[src/rtl/mem_io_unit_pkg.sv]
// Shared constants and types for the load/store stage.
// Holds access-width codes, MMIO offsets, the IO base, the FSM state enum,
// the latched load-info payload and the alignment helper.
package mem_io_unit_pkg;

  localparam int unsigned XLEN  = 32;
  localparam int unsigned SW_W  = 16;
  localparam int unsigned BTN_W = 5;

  // funct3[1:0] access width codes
  localparam logic [1:0] WIDTH_BYTE = 2'd0;
  localparam logic [1:0] WIDTH_HALF = 2'd1;
  localparam logic [1:0] WIDTH_WORD = 2'd2;

  // MMIO window and word offsets within it
  localparam logic [15:0] IO_BASE   = 16'hFFFF;
  localparam logic [7:0]  MMIO_SW   = 8'h00;
  localparam logic [7:0]  MMIO_BTN  = 8'h10;
  localparam logic [7:0]  MMIO_LED  = 8'h60;
  localparam logic [7:0]  MMIO_SEG  = 8'h70;
  localparam logic [7:0]  MMIO_CYC  = 8'h80;

  typedef enum logic {
    IDLE    = 1'b0,
    RD_WAIT = 1'b1
  } state_e;

  // Information captured at load issue and consumed when RAM data returns
  typedef struct packed {
    logic [1:0] offset;
    logic [1:0] width;
    logic       is_signed;
  } ld_info_t;

  // Half needs an even address, word (and the reserved code) a 4-byte boundary
  function automatic logic is_aligned(input logic [1:0] width, input logic [1:0] off);
    case (width)
      WIDTH_BYTE: return 1'b1;
      WIDTH_HALF: return ~off[0];
      default:    return (off == 2'b00);
    endcase
  endfunction

endpackage

[src/rtl/mem_io_unit_if.sv]
// Core-side load/store bus plus the data RAM port of the load/store stage.
// master: driven by the core/decoder and RAM; slave: the mem_io_unit.
interface mem_io_unit_if #(
  parameter int unsigned DMEM_AW = 14
);
  logic               mem_read;
  logic               mem_write;
  logic               io_read;
  logic               io_write;
  logic               is_signed;
  logic [2:0]         funct3;
  logic [31:0]        addr;
  logic [31:0]        wdata;
  logic [31:0]        rdata;
  logic               rdata_valid;
  logic               stall;
  logic               misalign;
  logic [DMEM_AW-1:0] dmem_addr;
  logic [3:0]         dmem_we;
  logic [31:0]        dmem_wdata;
  logic [31:0]        dmem_rdata;

  modport master (
    output mem_read, mem_write, io_read, io_write, is_signed, funct3, addr, wdata,
    output dmem_rdata,
    input  rdata, rdata_valid, stall, misalign, dmem_addr, dmem_we, dmem_wdata
  );

  modport slave (
    input  mem_read, mem_write, io_read, io_write, is_signed, funct3, addr, wdata,
    input  dmem_rdata,
    output rdata, rdata_valid, stall, misalign, dmem_addr, dmem_we, dmem_wdata
  );
endinterface

[src/rtl/mem_io_unit_load_align.sv]
// Load data aligner: selects the addressed byte/half of a RAM word and
// sign- or zero-extends it. Word loads pass through unchanged.
// Ports: word (RAM word), offset (byte offset), width (funct3[1:0]),
//        is_signed, result (32-bit extended load value).
module mem_io_unit_load_align
  import mem_io_unit_pkg::*;
(
  input  logic [31:0] word,
  input  logic [1:0]  offset,
  input  logic [1:0]  width,
  input  logic        is_signed,
  output logic [31:0] result
);

  logic [7:0]  byte_v;
  logic [15:0] half_v;

  always_comb begin
    byte_v = 8'(word >> {offset, 3'b000});
    half_v = offset[1] ? word[31:16] : word[15:0];
    result = word;
    case (width)
      WIDTH_BYTE: result = {{24{is_signed & byte_v[7]}}, byte_v};
      WIDTH_HALF: result = {{16{is_signed & half_v[15]}}, half_v};
      default:    result = word;
    endcase
  end

endmodule

[src/rtl/mem_io_unit.sv]
// Load/store stage: routes decoder requests to the synchronous data RAM
// (1-cycle read latency, one stall cycle per load) or to MMIO registers
// (combinational reads, single-cycle writes). Aligns/extends loads and
// drops misaligned accesses with a one-cycle misalign pulse.
// Ports: clk, rst_n (async active-low), bus (mem_io_unit_if.slave: decoder
//        requests, load result, stall/misalign, RAM port), sw_in, btn_in
//        (raw, synchronised internally), led_out, seg_out (MMIO registers).
// Build option: MMIO_CYCLE_COUNTER_EN adds a clearable free-running cycle
//        counter at 0xFFFFFC80; without it that address reads 0.
module mem_io_unit
  import mem_io_unit_pkg::*;
#(
  parameter int unsigned DMEM_AW     = 14,
  parameter int unsigned SYNC_STAGES = 2
) (
  input  logic               clk,
  input  logic               rst_n,
  mem_io_unit_if.slave       bus,
  input  logic [SW_W-1:0]    sw_in,
  input  logic [BTN_W-1:0]   btn_in,
  output logic [15:0]        led_out,
  output logic [31:0]        seg_out
);

  state_e                          state_q, state_d;
  ld_info_t                        ld_q;
  logic                            rd_go;
  logic                            stall_c, rvalid_c, misalign_c;
  logic [31:0]                     rdata_c, io_rdata, ld_word, wdata_rep;
  logic [3:0]                      we_c, we_mask;
  logic [1:0]                      width, off;
  logic                            aligned, io_acc, io_hit, io_wr_en;
  logic [7:0]                      io_sel;
  logic [SYNC_STAGES-1:0][SW_W-1:0]  sw_sync;
  logic [SYNC_STAGES-1:0][BTN_W-1:0] btn_sync;
  logic                            unused_funct3;

  assign unused_funct3 = bus.funct3[2];

  assign width   = bus.funct3[1:0];
  assign off     = bus.addr[1:0];
  assign aligned = is_aligned(width, off);
  assign io_acc  = bus.io_read | bus.io_write;
  assign io_hit  = (bus.addr[31:16] == IO_BASE);
  assign io_sel  = {bus.addr[7:2], 2'b00};
  assign io_wr_en = (state_q == IDLE) & bus.io_write & io_hit;

  // Store lane enables and lane-replicated store data
  always_comb begin
    we_mask   = 4'b1111;
    wdata_rep = bus.wdata;
    case (width)
      WIDTH_BYTE: begin
        we_mask   = 4'(4'b0001 << off);
        wdata_rep = {4{bus.wdata[7:0]}};
      end
      WIDTH_HALF: begin
        we_mask   = off[1] ? 4'b1100 : 4'b0011;
        wdata_rep = {2{bus.wdata[15:0]}};
      end
      default: begin
        we_mask   = 4'b1111;
        wdata_rep = bus.wdata;
      end
    endcase
  end

`ifdef MMIO_CYCLE_COUNTER_EN
  logic [31:0] cyc_cnt;

  // Free-running cycle counter; an MMIO write clears it
  always_ff @(posedge clk or negedge rst_n) begin
    if (!rst_n)                               cyc_cnt <= '0;
    else if (io_wr_en && io_sel == MMIO_CYC)  cyc_cnt <= '0;
    else                                      cyc_cnt <= cyc_cnt + 32'd1;
  end
`endif

  // MMIO read mux (word semantics, unmapped reads return 0)
  always_comb begin
    io_rdata = '0;
    if (io_hit) begin
      case (io_sel)
        MMIO_SW:  io_rdata = 32'(sw_sync[SYNC_STAGES-1]);
        MMIO_BTN: io_rdata = 32'(btn_sync[SYNC_STAGES-1]);
        MMIO_LED: io_rdata = 32'(led_out);
        MMIO_SEG: io_rdata = seg_out;
`ifdef MMIO_CYCLE_COUNTER_EN
        MMIO_CYC: io_rdata = cyc_cnt;
`endif
        default:  io_rdata = '0;
      endcase
    end
  end

  mem_io_unit_load_align u_load_align (
    .word      (bus.dmem_rdata),
    .offset    (ld_q.offset),
    .width     (ld_q.width),
    .is_signed (ld_q.is_signed),
    .result    (ld_word)
  );

  // FSM state register
  always_ff @(posedge clk or negedge rst_n) begin
    if (!rst_n) state_q <= IDLE;
    else        state_q <= state_d;
  end

  // FSM next state and access control; io beats mem, mem_read beats mem_write
  always_comb begin
    state_d    = state_q;
    stall_c    = 1'b0;
    rdata_c    = '0;
    rvalid_c   = 1'b0;
    misalign_c = 1'b0;
    we_c       = '0;
    rd_go      = 1'b0;
    case (state_q)
      IDLE: begin
        if (io_acc) begin
          if (bus.io_read) begin
            rdata_c  = io_rdata;
            rvalid_c = 1'b1;
          end
        end else if (bus.mem_read) begin
          if (aligned) begin
            stall_c = 1'b1;
            rd_go   = 1'b1;
            state_d = RD_WAIT;
          end else begin
            misalign_c = 1'b1;
          end
        end else if (bus.mem_write) begin
          if (aligned) we_c = we_mask;
          else         misalign_c = 1'b1;
        end
      end
      RD_WAIT: begin
        rdata_c  = ld_word;
        rvalid_c = 1'b1;
        state_d  = IDLE;
      end
      default: state_d = IDLE;
    endcase
  end

  // Load info captured at issue for use when the RAM word returns
  always_ff @(posedge clk or negedge rst_n) begin
    if (!rst_n)     ld_q <= '0;
    else if (rd_go) ld_q <= '{offset: off, width: width, is_signed: bus.is_signed};
  end

  // MMIO writable registers
  always_ff @(posedge clk or negedge rst_n) begin
    if (!rst_n) begin
      led_out <= '0;
      seg_out <= '0;
    end else if (io_wr_en) begin
      if (io_sel == MMIO_LED) led_out <= bus.wdata[15:0];
      if (io_sel == MMIO_SEG) seg_out <= bus.wdata;
    end
  end

  // Input synchronisers for switches and buttons
  always_ff @(posedge clk or negedge rst_n) begin
    if (!rst_n) begin
      sw_sync  <= '0;
      btn_sync <= '0;
    end else begin
      sw_sync  <= {sw_sync[SYNC_STAGES-2:0], sw_in};
      btn_sync <= {btn_sync[SYNC_STAGES-2:0], btn_in};
    end
  end

  assign bus.rdata       = rdata_c;
  assign bus.rdata_valid = rvalid_c;
  assign bus.stall       = stall_c;
  assign bus.misalign    = misalign_c;
  assign bus.dmem_addr   = bus.addr[DMEM_AW+1:2];
  assign bus.dmem_we     = we_c;
  assign bus.dmem_wdata  = wdata_rep;

endmodule
[src/flat_wrapper.sv]
// flat-port wrapper written by rule: the top's interface ports become plain ports
module mem_io_unit_flat import mem_io_unit_pkg::*;
#(
  parameter int unsigned DMEM_AW     = 14,
  parameter int unsigned SYNC_STAGES = 2
)
  (clk, rst_n, sw_in, btn_in, led_out, seg_out, bus_mem_read, bus_mem_write, bus_io_read, bus_io_write, bus_is_signed, bus_funct3, bus_addr, bus_wdata, bus_dmem_rdata, bus_rdata, bus_rdata_valid, bus_stall, bus_misalign, bus_dmem_addr, bus_dmem_we, bus_dmem_wdata);
  mem_io_unit_if #(.DMEM_AW(DMEM_AW)) bus_i ();
  input  logic clk;
  input  logic rst_n;
  input  logic [SW_W-1:0] sw_in;
  input  logic [BTN_W-1:0] btn_in;
  output logic [15:0] led_out;
  output logic [31:0] seg_out;
  input wire logic [$bits(bus_i.mem_read)-1:0] bus_mem_read;
  input wire logic [$bits(bus_i.mem_write)-1:0] bus_mem_write;
  input wire logic [$bits(bus_i.io_read)-1:0] bus_io_read;
  input wire logic [$bits(bus_i.io_write)-1:0] bus_io_write;
  input wire logic [$bits(bus_i.is_signed)-1:0] bus_is_signed;
  input wire logic [$bits(bus_i.funct3)-1:0] bus_funct3;
  input wire logic [$bits(bus_i.addr)-1:0] bus_addr;
  input wire logic [$bits(bus_i.wdata)-1:0] bus_wdata;
  input wire logic [$bits(bus_i.dmem_rdata)-1:0] bus_dmem_rdata;
  output wire logic [$bits(bus_i.rdata)-1:0] bus_rdata;
  output wire logic [$bits(bus_i.rdata_valid)-1:0] bus_rdata_valid;
  output wire logic [$bits(bus_i.stall)-1:0] bus_stall;
  output wire logic [$bits(bus_i.misalign)-1:0] bus_misalign;
  output wire logic [$bits(bus_i.dmem_addr)-1:0] bus_dmem_addr;
  output wire logic [$bits(bus_i.dmem_we)-1:0] bus_dmem_we;
  output wire logic [$bits(bus_i.dmem_wdata)-1:0] bus_dmem_wdata;
  assign bus_i.mem_read = bus_mem_read;
  assign bus_i.mem_write = bus_mem_write;
  assign bus_i.io_read = bus_io_read;
  assign bus_i.io_write = bus_io_write;
  assign bus_i.is_signed = bus_is_signed;
  assign bus_i.funct3 = bus_funct3;
  assign bus_i.addr = bus_addr;
  assign bus_i.wdata = bus_wdata;
  assign bus_i.dmem_rdata = bus_dmem_rdata;
  assign bus_rdata = bus_i.rdata;
  assign bus_rdata_valid = bus_i.rdata_valid;
  assign bus_stall = bus_i.stall;
  assign bus_misalign = bus_i.misalign;
  assign bus_dmem_addr = bus_i.dmem_addr;
  assign bus_dmem_we = bus_i.dmem_we;
  assign bus_dmem_wdata = bus_i.dmem_wdata;
  mem_io_unit #(.DMEM_AW(DMEM_AW), .SYNC_STAGES(SYNC_STAGES)) u_core (.clk(clk), .rst_n(rst_n), .bus(bus_i), .sw_in(sw_in), .btn_in(btn_in), .led_out(led_out), .seg_out(seg_out));
endmodule
[config.mk]
export PLATFORM = sky130hd
export DESIGN_NAME = mem_io_unit_flat
export DESIGN_NICKNAME = d
export VERILOG_FILES = /design/src/rtl/mem_io_unit_pkg.sv /design/src/rtl/mem_io_unit_if.sv /design/src/rtl/mem_io_unit_load_align.sv /design/src/rtl/mem_io_unit.sv /design/src/flat_wrapper.sv
export SDC_FILE = /design/constraint.sdc
export NUM_CORES = 1
export LEC_CHECK = 0
export CORE_ASPECT_RATIO = 0.8
export CORE_UTILIZATION = 44
export CTS_CLUSTER_SIZE = 16
export DETAILED_ROUTE_END_ITERATION = 8
export GPL_ROUTABILITY_DRIVEN = 0
export HOLD_SLACK_MARGIN = 0.12
export PLACE_DENSITY = 0.87
export SYNTH_ARGS = -nofsm -noshare
export SYNTH_HDL_FRONTEND = slang
export SYNTH_SLANG_ARGS = --single-unit
[constraint.sdc]
create_clock -name clk -period 4.56 [get_ports clk]
set_input_delay 0.912 -clock clk [delete_from_list [all_inputs] [get_ports clk]]
set_output_delay 0.912 -clock clk [all_outputs]
set_load 0.02 [all_outputs]
==> impl_metrics.env, run 1 <==
# source this file to load flow results
export IMPL_critical_path_depth=7
export IMPL_finClkSkew_ps=8.396
export IMPL_cts_buffer_depth=2
export IMPL_adder_share_pct=0
export IMPL_arrival_ps=3290
export IMPL_stdcell_area_sq_um=7913
export IMPL_io_buffer_count=242
export IMPL_cpMaxStageDelayCell="clkdlybuf4s50_1"
export IMPL_syn_area_sq_um=5202
export IMPL_flop_cell="dfrtp_1"
export IMPL_vdd_drop_max_mv=0.1602
export IMPL_pg_comb_uw=553
export IMPL_p_total_mw=2.186
export IMPL_slew_headroom_pct=33.17
export IMPL_hold_depth=0
export IMPL_fp_util_pct=45.17
export IMPL_most_common_cell="dfrtp_1"
export IMPL_pwr_share_comb_pct=25.3
export IMPL_ys_sh_simple_pct=13.73
export IMPL_dpl_hpwl_um=13750
export IMPL_grt_setup_unrepaired="no"
export IMPL_sw_frac_of_total_pct=29.97
export IMPL_power_switching_uw=655.1
export IMPL_fp_row_count=35
export IMPL_status="finished clean"
==> run 1: registers in the layout, summed over array words and instances (netlist names) <==
| register | cells |
|---|---|
| u_core.led_out | 16 |
| u_core.seg_out | 32 |
| u_core.ld_q | 5 |
| u_core.state_q | 1 |
| u_core.sw_sync | 32 |
| u_core.btn_sync | 10 |
==> run 1: metal layers <==
metal	GRT usage, %	share of wire (%)	up-vias
met4	8.341	2.4	0
li1	-	-	2114
met5	0	0	-
met3	5.447	8.0	41
met2	46.28	47	274
met1	40.71	43	2305
==> run 1: area by class of cell <==
cell class	count	share of cell area (%)
Timing Repair Buffer	257	32.01
Inverter	3	0.1423
Clock buffer	10	2.894
Clock inverter	6	0.6483
Multi-Input combinational cell	316	31.61
Sequential cell	96	30.36
Tap cell	148	2.340
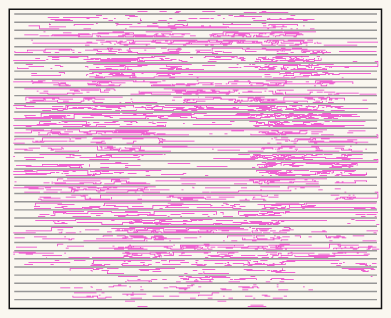
*Metal 1, run 1*
Scale: 3 px per um. Supply wires on this layer in gray.
The wires run mostly horizontal. The longest straight run is 70.4 um.
M1 GR Usage: 40.71%
via count: 4,734
WL final: 18,000 um

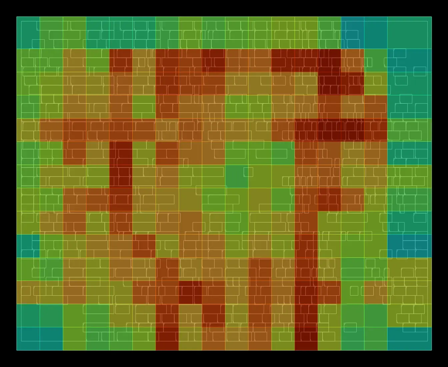
*Routing congestion map, run 1*
GRT busiest layer: met2
GRT met3 Usage: 5.447%
Final Core Density: 68.70%
routed length per placed instance: 21.53 um

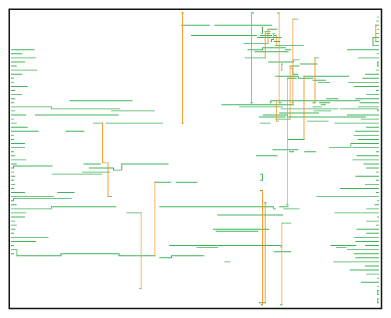
*Wiring by layer, run 1*
Scale: 3 px per um. Two of the layers only.
Key: green = metal 3 [wire length 1,450 um]; orange = metal 4 [wire length 426 um]
Global Route Usage Sum: 29.17%

### Gate families picked out, run 1

Scale: 4 px per um.
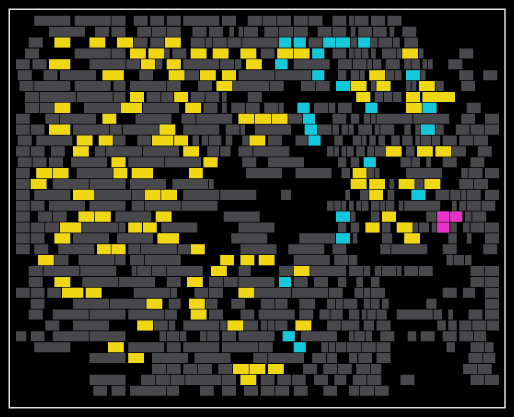

==> run 2, diff against run 1 <==
Settings changed: CELL_PAD_IN_SITES_DETAIL_PLACEMENT from default to 0, CELL_PAD_IN_SITES_GLOBAL_PLACEMENT from default to 1, CORE_MARGIN from default to 3, CORE_UTILIZATION 44 to 32, PLACE_DENSITY 0.87 to default, PLACE_DENSITY_LB_ADDON from default to 0.1.
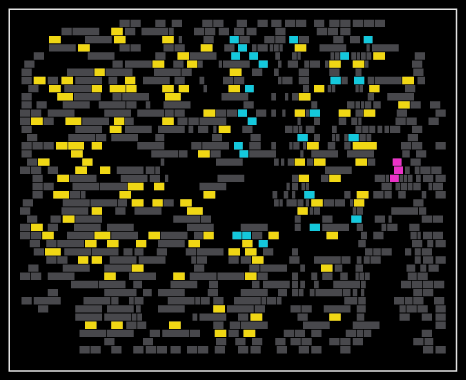
*Gate families picked out, run 2*
Scale: 3 px per um.
Key: magenta = XOR/XNOR gates [cells 3]; yellow = multiplexers [cells 105]; cyan = AND-OR and OR-AND gates [cells 24]
Final Non-Filler Cells: 906
most instantiated logic cell after routing: clkdlybuf4s50_1

==> impl_metrics.env, run 2 <==
# source this file to load flow results
export IMPL_dpl_hpwl_um=15240
export IMPL_clockNetworkAreaShare_pct=3.642
export IMPL_slew_headroom_pct=40.73
export IMPL_final_util_pct=50.71
export IMPL_hold_depth=0
export IMPL_fp_row_count=41
export IMPL_grt_use_met3_pct=7.475
export IMPL_dominant_cell_class="non-clock buffers"
export IMPL_cts_buffer_depth=2
export IMPL_buffers=261
export IMPL_vdd_drop_max_mv=0.1790
export IMPL_wl_per_cell_um=21.93
export IMPL_comb_cells=316
export IMPL_comb_share_pct=31.11
export IMPL_m1WireLength_um=9073
export IMPL_flop_cell="dfrtp_1"
export IMPL_num_nonclk_inverters=3
export IMPL_met3RoutedLength_um=1740
export IMPL_dr_wl_met2_um=8858
export IMPL_reg_largest_list="u_core.seg_out (32), u_core.sw_sync (32), u_core.led_out (16)"
export IMPL_fp_util_pct=32.82
export IMPL_busiest_layer="met2"
export IMPL_status="finished clean"
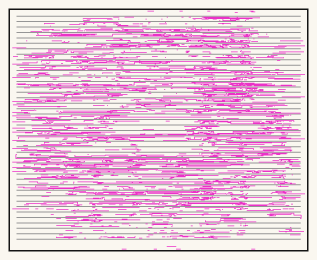
*Metal 1, run 2*
Scale: 2 px per um. Supply wires on this layer in gray.
700 nets have wire on it. The longest straight run is 53.8 um. The layer carries 9,070 um of wire. The wires run mostly horizontal. The layer holds 46% of the routed length.
WL final: 19,870 um
via count: 4,612
M1 GR Usage: 31.58%

-- run 2: cell counts after synthesis --
Identical to the previous run, type by type.
-- run 2: kinds of logic (layout without fill, tap and decap cells) --
kind of cell	after synthesis	in the layout	share of synthesized area, %
AOI/OAI and AO/OA	76	76	10.61
xor gates and xnor gates	3	3	0.5051
and+or+nand+nor	132	132	13.73
DFF	96	96	46.18
muxes	105	105	23.04
buffers and inverters	56	279	5.940
-- run 2: report_power, final --
group | total (mW) | internal, mW | switching (mW)
clock network | 0.767 | 0.426 | 0.341
registers | 0.914 | 0.880 | 0.0333
logic | 0.559 | 0.278 | 0.281
total | 2.24 | 1.58 | 0.655
-- run 2: worst max-delay path, cell delays in order --
cell and delay, ps:
clkdlybuf4s50_1 460, nor3_2 270, nand2_1 390, o2bb2ai_1 450, a32o_1 180, clkdlybuf4s50_1 650
